File: config.mk
export PLATFORM = sky130hd
export DESIGN_NAME = pipe_stage_elastic
export DESIGN_NICKNAME = d
export VERILOG_FILES = /design/src/rtl/pipe_pkg.sv /design/src/rtl/pipe_stage_elastic_sat_counter.sv /design/src/rtl/pipe_stage_elastic.sv
export SDC_FILE = /design/constraint.sdc
export NUM_CORES = 1
export LEC_CHECK = 0
export CAP_MARGIN = 20
export CORE_UTILIZATION = 40
export CTS_CLUSTER_SIZE = 40
export DETAILED_ROUTE_END_ITERATION = 10
export PLACE_DENSITY_LB_ADDON = 0.12
export SLEW_MARGIN = 20
export SYNTH_ARGS = -nofsm -noshare
export SYNTH_HDL_FRONTEND = slang
export SYNTH_SLANG_ARGS = --single-unit
File: constraint.sdc
create_clock -name clk -period 3.4 [get_ports clk]
set_input_delay 0.34 -clock clk [delete_from_list [all_inputs] [get_ports clk]]
set_output_delay 0.34 -clock clk [all_outputs]
set_load 0.01 [all_outputs]
File: src/rtl/pipe_pkg.sv
// Shared pipeline types: per-stage payload layouts and their packed widths,
// used by stages to size the elastic stage registers that sit between them.
package pipe_pkg;

    localparam int XLEN        = 64;
    localparam int ILEN        = 32;
    localparam int CNT_W_DFLT  = 16;

    typedef struct packed {
        logic [4:0] rd;
        logic [4:0] rs1;
        logic [4:0] rs2;
        logic [3:0] alu_op;
        logic       reg_write;
        logic       mem_read;
        logic       mem_write;
        logic       mem_to_reg;
        logic       branch;
    } ctrl_sig_t;

    typedef struct packed {
        logic [XLEN-1:0] pc;
        logic [ILEN-1:0] inst;
    } ifid_payload_t;

    typedef struct packed {
        logic [XLEN-1:0] pc;
        logic [ILEN-1:0] inst;
        ctrl_sig_t       ctrl;
        logic [XLEN-1:0] rs1_val;
        logic [XLEN-1:0] rs2_val;
        logic [XLEN-1:0] imm;
    } idex_payload_t;

    typedef struct packed {
        logic [XLEN-1:0] pc;
        logic [ILEN-1:0] inst;
        ctrl_sig_t       ctrl;
        logic [XLEN-1:0] alu_result;
    } exmem_payload_t;

    typedef struct packed {
        logic [XLEN-1:0] pc;
        logic [ILEN-1:0] inst;
        ctrl_sig_t       ctrl;
        logic [XLEN-1:0] wb_value;
    } memwb_payload_t;

    localparam int CTRL_W  = $bits(ctrl_sig_t);
    localparam int IFID_W  = $bits(ifid_payload_t);
    localparam int IDEX_W  = $bits(idex_payload_t);
    localparam int EXMEM_W = $bits(exmem_payload_t);
    localparam int MEMWB_W = $bits(memwb_payload_t);

endpackage

File: src/rtl/pipe_stage_elastic_sat_counter.sv
// Saturating up-counter with a multi-bit increment, async active-low reset
// and a synchronous clear.
module sat_counter #(
    parameter int CNT_W = 16,
    parameter int INC_W = 1
) (
    input  logic             clk,
    input  logic             rst_n,
    input  logic             clr,
    input  logic [INC_W-1:0] inc,
    output logic [CNT_W-1:0] cnt
);

    logic [CNT_W:0]   sum;
    logic [CNT_W-1:0] cnt_d;

    // One extra bit catches the carry; any carry means we hit the ceiling.
    always_comb begin
        sum   = {1'b0, cnt} + {{(CNT_W+1-INC_W){1'b0}}, inc};
        cnt_d = sum[CNT_W] ? {CNT_W{1'b1}} : sum[CNT_W-1:0];
    end

    always_ff @(posedge clk or negedge rst_n) begin
        if (!rst_n) begin
            cnt <= '0;
        end else if (clr) begin
            cnt <= '0;
        end else begin
            cnt <= cnt_d;
        end
    end

endmodule

File: src/rtl/pipe_stage_elastic.sv
// Elastic valid/ready stage register with a two-entry skid buffer; in_ready
// and out_* come straight from flops so no combinational path crosses it.
module pipe_stage_elastic
    import pipe_pkg::*;
#(
    parameter int DATA_W = EXMEM_W,
    parameter int CNT_W  = CNT_W_DFLT
) (
    input  logic              clk,
    input  logic              rst_n,
    input  logic              flush,
    input  logic              in_valid,
    input  logic [DATA_W-1:0] in_data,
    output logic              in_ready,
    output logic              out_valid,
    output logic [DATA_W-1:0] out_data,
    input  logic              out_ready,
    output logic [CNT_W-1:0]  stall_cnt,
    output logic [CNT_W-1:0]  flush_drop_cnt
);

    logic              m_vld_p0;
    logic              s_vld_p0;
    logic [DATA_W-1:0] m_data_p0;
    logic [DATA_W-1:0] s_data_p0;
    logic              in_ready_p0;

    logic              m_vld_d;
    logic              s_vld_d;
    logic              m_load_in;
    logic              m_load_s;
    logic              s_load;

    logic              in_xfer;
    logic              out_xfer;
    logic [1:0]        drop_amt;
    logic [1:0]        drop_inc;
    logic              stall_inc;

    assign in_xfer   = in_valid & in_ready_p0;
    assign out_xfer  = m_vld_p0 & out_ready;

    assign in_ready  = in_ready_p0;
    assign out_valid = m_vld_p0;
    assign out_data  = m_data_p0;

    // State is {s_vld, m_vld}: 00 EMPTY, 01 ONE, 11 TWO; 10 never occurs.
    always_comb begin
        m_vld_d   = m_vld_p0;
        s_vld_d   = s_vld_p0;
        m_load_in = 1'b0;
        m_load_s  = 1'b0;
        s_load    = 1'b0;
        if (flush) begin
            m_vld_d = 1'b0;
            s_vld_d = 1'b0;
        end else begin
            case ({s_vld_p0, m_vld_p0})
                2'b00: begin
                    if (in_xfer) begin
                        m_vld_d   = 1'b1;
                        m_load_in = 1'b1;
                    end
                end
                2'b01: begin
                    if (in_xfer && out_xfer) begin
                        m_load_in = 1'b1;
                    end else if (in_xfer) begin
                        s_vld_d = 1'b1;
                        s_load  = 1'b1;
                    end else if (out_xfer) begin
                        m_vld_d = 1'b0;
                    end
                end
                2'b11: begin
                    if (out_xfer) begin
                        s_vld_d  = 1'b0;
                        m_load_s = 1'b1;
                    end
                end
                default: begin
                    m_vld_d = m_vld_p0;
                    s_vld_d = s_vld_p0;
                end
            endcase
        end
    end

    // Storage update: valid bits, the registered ready, and both payload slots.
    always_ff @(posedge clk or negedge rst_n) begin
        if (!rst_n) begin
            m_vld_p0    <= 1'b0;
            s_vld_p0    <= 1'b0;
            in_ready_p0 <= 1'b1;
            m_data_p0   <= '0;
            s_data_p0   <= '0;
        end else begin
            m_vld_p0    <= m_vld_d;
            s_vld_p0    <= s_vld_d;
            in_ready_p0 <= ~s_vld_d;
            if (m_load_s) begin
                m_data_p0 <= s_data_p0;
            end else if (m_load_in) begin
                m_data_p0 <= in_data;
            end
            if (s_load) begin
                s_data_p0 <= in_data;
            end
        end
    end

    // A beat leaving on the flush cycle was delivered; one arriving was lost.
    always_comb begin
        drop_amt = {1'b0, m_vld_p0} + {1'b0, s_vld_p0}
                 - {1'b0, out_xfer} + {1'b0, in_xfer};
        drop_inc = flush ? drop_amt : 2'd0;
    end

    assign stall_inc = m_vld_p0 & ~out_ready;

    sat_counter #(
        .CNT_W (CNT_W),
        .INC_W (1)
    ) u_stall_cnt (
        .clk   (clk),
        .rst_n (rst_n),
        .clr   (1'b0),
        .inc   (stall_inc),
        .cnt   (stall_cnt)
    );

    sat_counter #(
        .CNT_W (CNT_W),
        .INC_W (2)
    ) u_flush_drop_cnt (
        .clk   (clk),
        .rst_n (rst_n),
        .clr   (1'b0),
        .inc   (drop_inc),
        .cnt   (flush_drop_cnt)
    );

endmodule

### Nets reached from selected ports, run 1

Drawn at 2 px/um.
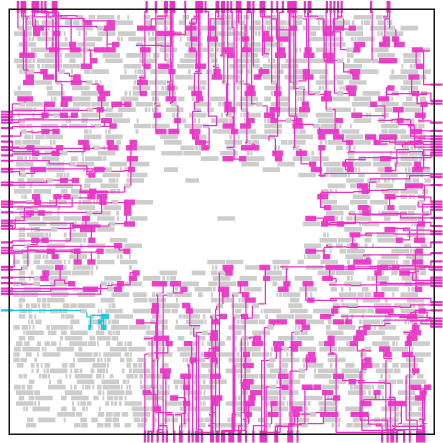
| port | colour | bits | direction | end cells | wire |
|---|---|---|---|---|---|
| `out_ready` | cyan | 1 | input | 4 | 61.2 um |
| `in_data` | magenta | 184 | input | 368 | 8470 um |

### Routed clock nets over the placement, run 1

Drawn at 1 px/um.
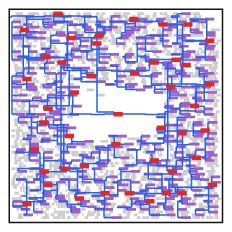
[clock-net drivers] red | count: 45
[flip-flops] purple | count: 403
[clock wires] blue | length: 5520 um
flops lie: widely spread

### Cell placement, run 1

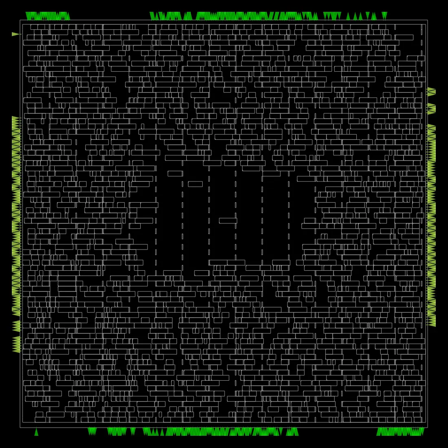
register share of the cell area: 42.50%
Rows: 76

## run 1: cells in the final DEF, fill, tap and decap left out, types with 6 or more instances in the layout
cell	synthesis	final
mux2_2	37	37
a21oi_1	187	187
mux2i_1	186	186
clkbuf_16	0	45
ha_1	6	6
clkinv_2	0	6
clkbuf_1	17	11
inv_1	9	9
buf_4	1	22
clkbuf_8	0	10
dfrtp_1	402	402
xnor2_1	15	15
nor2_1	194	194
clkdlybuf4s50_1	0	405
buf_12	0	10
nand2_1	36	35
nand3_1	10	10
mux2_4	149	149
## run 1: registers in the layout, summed over array words and instances (netlist names)
| name | flops |
|---|---|
| out_data | 184 |
| s_data_p0 | 184 |
| u_flush_drop_cnt.cnt | 16 |
| u_stall_cnt.cnt | 16 |
| in_ready | 1 |
| out_valid | 1 |
| s_vld_p0 | 1 |
## run 1: stage by stage
step / setup TNS [ps] / utilization (%)
4_1_cts: 0 / 54.81
2_1_floorplan: 0 / -
3_5_place_dp: -589.2 / 51.48
6_report: 0 / 54.84
5_1_grt: 0 / 54.83
3_3_place_gp: -20.36 / 51.48
## run 1: kinds of logic (layout without fill, tap and decap cells)
logic type / count (synthesis) / after routing / synth area share [%]
xor+xnor: 18 / 18 / 0.8963
flops: 403 / 403 / 57.34
simple gates: 277 / 277 / 6.579
mux: 372 / 372 / 25.67
other cells: 0 / 5 / 0
fa+ha+maj: 8 / 8 / 0.6544
buf+inv: 94 / 525 / 3.073
compound gates: 199 / 199 / 5.790
## run 1: power groups by stage
stage | Combinational [mW] | Sequential (mW) | Clock [mW]
final | 3.42 | 6.63 | 4.78
after global routing | 3.72 | 6.77 | 5.12
after CTS | 3.47 | 6.62 | 4.95
after detailed placement | 3.46 | 6.67 | 0
after global placement | 3.40 | 6.65 | 0
after floorplan | 1.55 | 6.77 | 0
## run 1: cell type report
cell class,instances,share of cell area [%]
Multi-Input combinational cell,874,29.43
Inverter,10,0.1582
Sequential cell,403,42.50
Timing Repair Buffer,439,18.73
Antenna cell,5,0.05273
Clock buffer,66,5.500
Tap cell,585,3.085
Clock inverter,10,0.5431
## run 1: Yosys cell counts, types with 2 or more instances
master    number
dfrtp_1      402
nor2_1       194
a21oi_1      187
mux2i_1      186
mux2_4       149
buf_2         45
mux2_2        37
nand2_1       36
buf_6         17
clkbuf_1      17
xnor2_1       15
nand3_1       10
inv_1          9
ha_1           6
and3_1         5
nand2b_1       5
nand4_1        5
o21ai_0        5
buf_1          4
nor2b_1        4
nor3_1         3
nor4_1         3
or3_1          3
xor2_1         3
a31oi_1        2
and2_1         2
and4_1         2
fa_1           2
or4_1          2
## run 1: final timing paths
check	endpoint	slack, ps	depth (start not counted)
worst min register to register	s_data_p0[0]	500	1
worst min-delay path	u_stall_cnt.cnt[11]	320	2
min in group clk	s_data_p0[10]	420	2
max in group asynchronous	s_data_p0[119]	2080	3
worst max-delay path	u_flush_drop_cnt.cnt[14]	270	13
worst max register to register	u_flush_drop_cnt.cnt[14]	270	13
## run 1: per-layer routing
metal | GRT usage, % | up-vias | wire, um
met5 | 0 | - | 25
met4 | 6.897 | 4 | 1076
met3 | 5.415 | 68 | 3000
met2 | 30.98 | 285 | 20550
met1 | 26.02 | 5800 | 19030
li1 | - | 5558 | -
==> flow_metrics.env, run 1 <==
# yosys + openroad results
export IMPL_clk_latency_ps=560
export IMPL_firstDrtPassIters=7
export IMPL_drive_gt1_share_pct=16.09
export IMPL_cp_max_fo=5
export IMPL_outcome="finished clean"
export IMPL_hold_buffers=1
export IMPL_ys_flop_type="dfrtp_1"
export IMPL_clockBufferDepth=3
export IMPL_p_per_area_nw_per_um2=624.9
export IMPL_cp_slowest_cell="fa_1"
export IMPL_detail_route_wl_per_cell_um=18.26
export IMPL_synth_net_count=1568
export IMPL_ys_cells=1371
export IMPL_worst_pin_slew_ps=943.2
export IMPL_synthToLayoutAreaGrowth_pct=34.90
export IMPL_initialDrtViolationCount=654
export IMPL_ys_types=40
export IMPL_syn_area_sq_um=17590
export IMPL_core_area_sq_um=43270
export IMPL_r2r_start="out_valid"
export IMPL_end_kind="flip-flop"
export IMPL_drc=0
export IMPL_vias=11720
export IMPL_slew_violations=0
export IMPL_fin_crit_sh_pct=91.96
export IMPL_rsz0062_at_grt="no"
export IMPL_setup_viol=0
export IMPL_crit_type="flip-flop to flip-flop"
export IMPL_die_x_um=211.7
export IMPL_max_stage_delay_ps=450
export IMPL_edf_count=0
export IMPL_die_height_um=211.7
export IMPL_p_total_mw=14.83
export IMPL_post_cts_resized=0
export IMPL_clkSinkCount=403
export IMPL_synthTopCellsByArea="dfrtp_1 57%, mux2_4 13%, mux2i_1 11%"
export IMPL_critical_path_top_delay_family="adder cells"
export IMPL_finClkSkew_ps=14.54
export IMPL_crit_arrival_ps=3560
export IMPL_regArea_sq_um=10090
export IMPL_ys_chip_area_sq_um=17590
export IMPL_ys_ff=403
export IMPL_post_cts_buffers=0
export IMPL_syn_avg_cell_area_sq_um=12.83
export IMPL_warnings=33
export IMPL_hold_viol_final=0
### Register map, names as in the netlist, run 1

Drawn at 1 px/um. Other sequential cells in the stronger grey, the rest of the logic in the fainter grey.
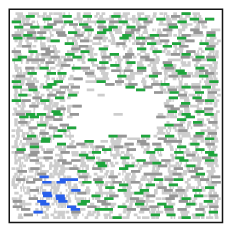

==> run 2: changes to the inputs <==
Settings changed: CTS_BUF_LIST set to sky130_fd_sc_hd__clkbuf_2 sky130_fd_sc_hd__clkbuf_4 sky130_fd_sc_hd__clkbuf_8.
### Register map, names as in the netlist, run 2

Drawn at 1 px/um. Other sequential cells in the stronger grey, the rest of the logic in the fainter grey.
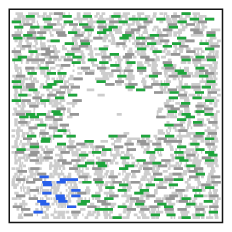
| signal | colour | placed flops | where |
|---|---|---|---|
| `u_flush_drop_cnt.cnt` | blue | 16 | lower left |
| `out_data` | green | 184 | widely spread |
not coloured: 203

### Cell placement, run 2

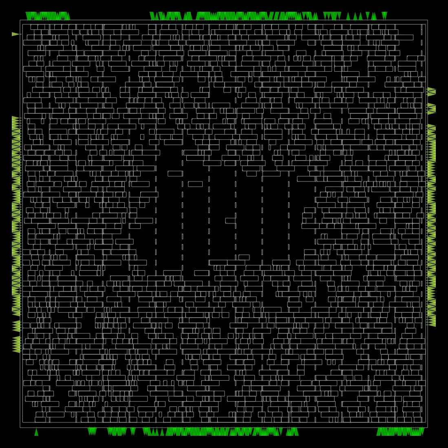
FILL cells: 3766
fin cells: 2443
register share of the cell area: 42.29%
CORE AREA: 43270 sq um

==> flow_metrics.env, run 2 <==
# yosys + openroad results
export IMPL_vias=11860
export IMPL_outcome="finished clean"
export IMPL_warnings=31
export IMPL_ys_cells=1371
export IMPL_initialDrtViolationCount=712
export IMPL_max_stage_delay_ps=450
export IMPL_firstDrtPassIters=5
export IMPL_die_height_um=211.7
export IMPL_synthTopCellsByArea="dfrtp_1 57%, mux2_4 13%, mux2i_1 11%"
export IMPL_edf_count=0
export IMPL_ys_types=40
export IMPL_route_top_layer_used="met5"
export IMPL_fin_crit_sh_pct=92.70
export IMPL_final_common_cell="clkdlybuf4s50_1"
export IMPL_synthToLayoutAreaGrowth_pct=35.56
export IMPL_power_frac_comb_pct=23.0
export IMPL_met3WireLength_mm=2.994
export IMPL_cp_slowest_cell="fa_1"
export IMPL_utilization_pct=55.12
export IMPL_grt_pass1_vias=12450
export IMPL_yosys_top_cells_count="402 x dfrtp_1, 194 x nor2_1, 187 x a21oi_1"
export IMPL_syn_avg_cell_area_sq_um=12.83
export IMPL_ys_flop_type="dfrtp_1"
export IMPL_setup_viol=0
export IMPL_clkTransAtPathRegs_ps=60
export IMPL_synth_net_count=1568
export IMPL_rows=76
export IMPL_rsz0062_at_grt="no"
export IMPL_antenna_found_initial=4
export IMPL_ys_ff=403
export IMPL_p_total_mw=14.87
export IMPL_finClkSkew_ps=25.31
export IMPL_end_kind="flip-flop"
export IMPL_clockBufferDepth=3
export IMPL_die_x_um=211.7
export IMPL_syn_area_sq_um=17590
export IMPL_drc=0
export IMPL_clkSinkCount=403
export IMPL_top_cell="dfrtp_1"
export IMPL_cp_max_fo=5
export IMPL_p_per_area_nw_per_um2=623.6
export IMPL_hold_viol_final=0
export IMPL_slew_violations=0
export IMPL_wl_mm=44.36
export IMPL_worst_pin_slew_ps=957.1
### Cell classes on the final placement, run 2

Drawn at 1 px/um.
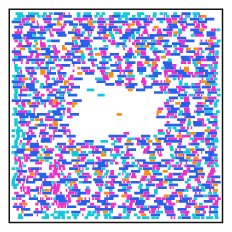
| class | colour | cells | share of their area |
|---|---|---|---|
| sequential cells | blue | 403 | 44% |
| remaining buffers and delay cells | cyan | 439 | 19% |
| clock drivers and dummy loads | orange | 130 | 6.7% |
| remaining logic cells | magenta | 884 | 30% |

==> run 2: cell counts after synthesis <==
No cell type changed its count.
==> run 2: path summary, 6_finish.rpt <==
path / startpoint / endpoint / slack [ps] / cells past startpoint
max in group asynchronous: rst_n / out_data[110] / 2160 / 3
setup reg to reg: out_valid / u_flush_drop_cnt.cnt[14] / 250 / 13
setup / recovery: out_valid / u_flush_drop_cnt.cnt[14] / 250 / 13
hold reg to reg: s_data_p0[0] / s_data_p0[0] / 500 / 1
hold / removal: rst_n / u_stall_cnt.cnt[11] / 270 / 2
min in group clk: in_data[65] / s_data_p0[65] / 350 / 2
==> run 2: worst max-delay path: cells and delay by family (launching register included) <==
kind                     cells  cell delay [ps]
AND/OR/NAND/NOR              5              940
adder cells (fa/ha/maj)      4             1290
flip-flops                   1              430
AND-OR/OR-AND                1               60
buffers and inverters        3              280
==> run 2: cell families after synthesis <==
logic type / share of synthesized area, %
flip-flops: 57.34
multiplexers: 25.67
AND/OR/NAND/NOR: 6.579
AND-OR/OR-AND: 5.790
buffers and inverters: 3.073
XOR/XNOR: 0.8963
adder cells (fa/ha/maj): 0.6544
==> run 2: area by class of cell <==
type	instances	area (sq um)
Fill cell	3766	19420
Sequential cell	403	10090
Multi-Input combinational cell	874	6983
Timing Repair Buffer	439	4444
Clock buffer	121	1509
Tap cell	585	732.0
Clock inverter	9	50.05
Inverter	10	37.54
Antenna cell	2	5.005
==> run 2: stage by stage <==
step	hold WS [ps]	instance area [sq um]	worst slack, ps	setup TNS (ps)
floorplan	44.41	17590	281.8	0
global placement	353.1	22270	-20.36	-20.36
detailed placement	354.5	22270	-63.96	-589.2
CTS	229.6	23840	230.8	0
global route	259.7	23850	21.45	0
finish	269.4	23850	248.3	0
==> run 2: power by group through the flow <==
stage	Sequential (mW)	Combinational (mW)	Clock, mW
after floorplan	6.77	1.55	0
after global placement	6.65	3.40	0
after detailed placement	6.67	3.46	0
after CTS	6.62	3.47	5.00
after global routing	6.77	3.72	5.20
final	6.63	3.43	4.82
==> run 2: metal layers <==
layer | up-vias | track usage (%)
li1 | 5618 | -
met5 | - | 0
met4 | 4 | 7.021
met1 | 5855 | 26.37
met3 | 79 | 6.750
met2 | 301 | 30.78
==> run 2: timing repair <==
item | 4_1_cts | 5_1_grt
hold buffers | 1 | 0
hold endpoints to repair | 63 | 0
setup buffers | 0 | 0
gates resized | 0 | 0
### Nets reached from selected ports, run 2

Drawn at 2 px/um.
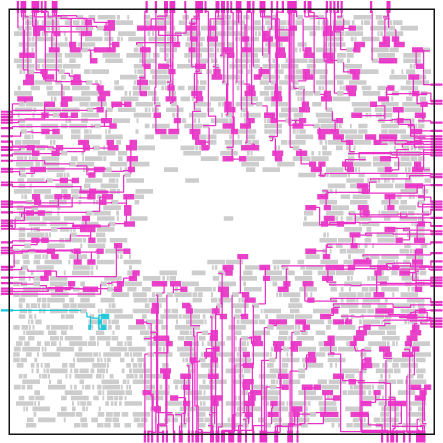

==> run 3: changes to the inputs <==
Settings changed: CTS_CLUSTER_DIAMETER set to 50.
Clock period 3.4 ns to 3.05 ns, I/O delays scaled along.
### Nets reached from selected ports, run 3

Drawn at 2 px/um.
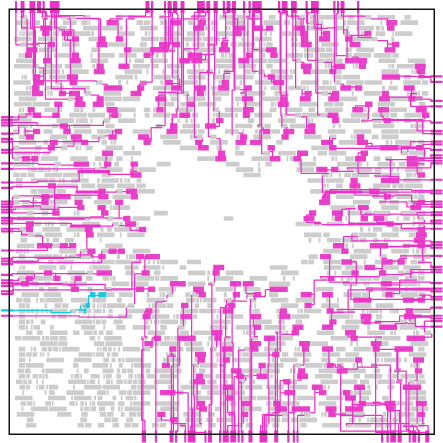
| port | colour | bits | direction | end cells | wire |
|---|---|---|---|---|---|
| `out_ready` | cyan | 1 | input | 4 | 54.3 um |
| `in_data` | magenta | 184 | input | 368 | 8490 um |

### Cell classes on the final placement, run 3

Drawn at 1 px/um.
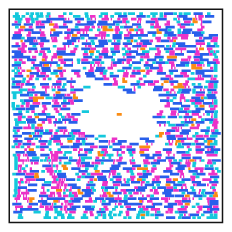
Final Util: 54.47%
register share of the cell area: 42.80%
Finished Cell Area: 23570 sq um

### Routed clock nets over the placement, run 3

Drawn at 1 px/um.
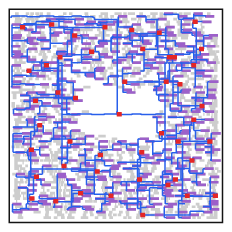
[flip-flops] purple | count: 403
[clock-net drivers] red | count: 47
[clock wires] blue | length: 5610 um
routed clock nets: 48
flops lie: widely spread

==> flow_metrics.env, run 3 <==
# yosys + openroad results
export IMPL_die_height_um=211.7
export IMPL_hold_viol_final=0
export IMPL_final_common_cell="clkdlybuf4s50_1"
export IMPL_ys_ff=403
export IMPL_cp_num_buf_inv=2
export IMPL_fin_crit_sh_pct=95.40
export IMPL_critical_path_top_delay_family="adder cells"
export IMPL_core_area_sq_um=43270
export IMPL_ff2ff_path_depth=12
export IMPL_top_cell="dfrtp_1"
export IMPL_rsz0062_at_grt="no"
export IMPL_yosys_top_cells_count="402 x dfrtp_1, 194 x nor2_1, 187 x a21oi_1"
export IMPL_synthToLayoutAreaGrowth_pct=33.98
export IMPL_synth_net_count=1568
export IMPL_p_per_area_nw_per_um2=663.4
export IMPL_initialDrtViolationCount=511
export IMPL_ys_cells=1371
export IMPL_cp_depth=12
export IMPL_cp_max_fo=4
export IMPL_end_kind="flip-flop"
export IMPL_warnings=33
export IMPL_syn_avg_cell_area_sq_um=12.83
export IMPL_ys_types=40
export IMPL_antenna_found_initial=12
export IMPL_setup_viol=0
export IMPL_outcome="finished clean"
export IMPL_edf_count=0
export IMPL_cp_slowest_cell="fa_1"
export IMPL_firstDrtPassIters=4
export IMPL_max_stage_delay_ps=450
export IMPL_layout_top_cells="405 x clkdlybuf4s50_1, 402 x dfrtp_1, 193 x nor2_1"
export IMPL_drive_gt1_share_pct=17.86
[run 3: logic make-up after synthesis]
family	share of synthesized area, %
compound gates	5.790
xor+xnor	0.8963
fa+ha+maj	0.6544
buf+inv	3.073
flops	57.34
mux	25.67
simple gates	6.579
[run 3: routing by layer]
metal	track usage (%)	part of all wire, %	wire length [um]
met1	25.65	43	19010
met2	29.90	46	20140
met3	6.572	7.8	3449
met4	8.521	3.1	1382
met5	0	0.13	56
[run 3: worst register-to-register path, delay by kind of cell (launching register included)]
kind	cells	cell delay, ps
fa+ha+maj	4	1250
simple gates	5	880
flops	1	390
mux	1	190
buf+inv	2	120
[run 3: path summary, 6_finish.rpt]
check,from,end,slack (ps)
worst max register to register,out_valid,u_flush_drop_cnt.cnt[12],140
worst min-delay path,rst_n,u_stall_cnt.cnt[9],220
min in group clk,in_data[19],s_data_p0[19],310
max in group asynchronous,rst_n,s_data_p0[174],1820
worst min register to register,s_data_p0[30],s_data_p0[30],510
worst max-delay path,out_valid,u_flush_drop_cnt.cnt[12],140
[run 3: per-stage QoR]
stage               instances  instance area (sq um)
floorplan                1371                  17600
global placement         2317                  22380
detailed placement       2317                  22380
CTS                      2404                  23520
global route             2410                  23560
finish                   2413                  23570
[run 3: power breakdown]
part           switching, mW  leakage [nW]  internal (mW)
logic                   1.43          6.40           2.41
clock network           2.20         0.557           2.21
registers              0.781          4.72           6.60
[run 3: area by class of cell]
class	instances	area [sq um]
Fill cell	3754	19700
Sequential cell	403	10090
Multi-Input combinational cell	874	7013
Timing Repair Buffer	447	4554
Clock buffer	55	738.2
Tap cell	585	732.0
Clock inverter	31	386.6
Inverter	10	37.54
Antenna cell	8	20.02
[run 3: timing repair]
| item | 4_1_cts | 5_1_grt |
|---|---|---|
| gates resized | 0 | 6 |
| endpoints found under the hold margin | 60 | 0 |
| buffers inserted | 0 | 1 |
| setup endpoints to repair | 0 | 14 |
| hold buffers | 1 | 0 |
Power figures rest on the tool's default switching activity, not on a simulated workload.
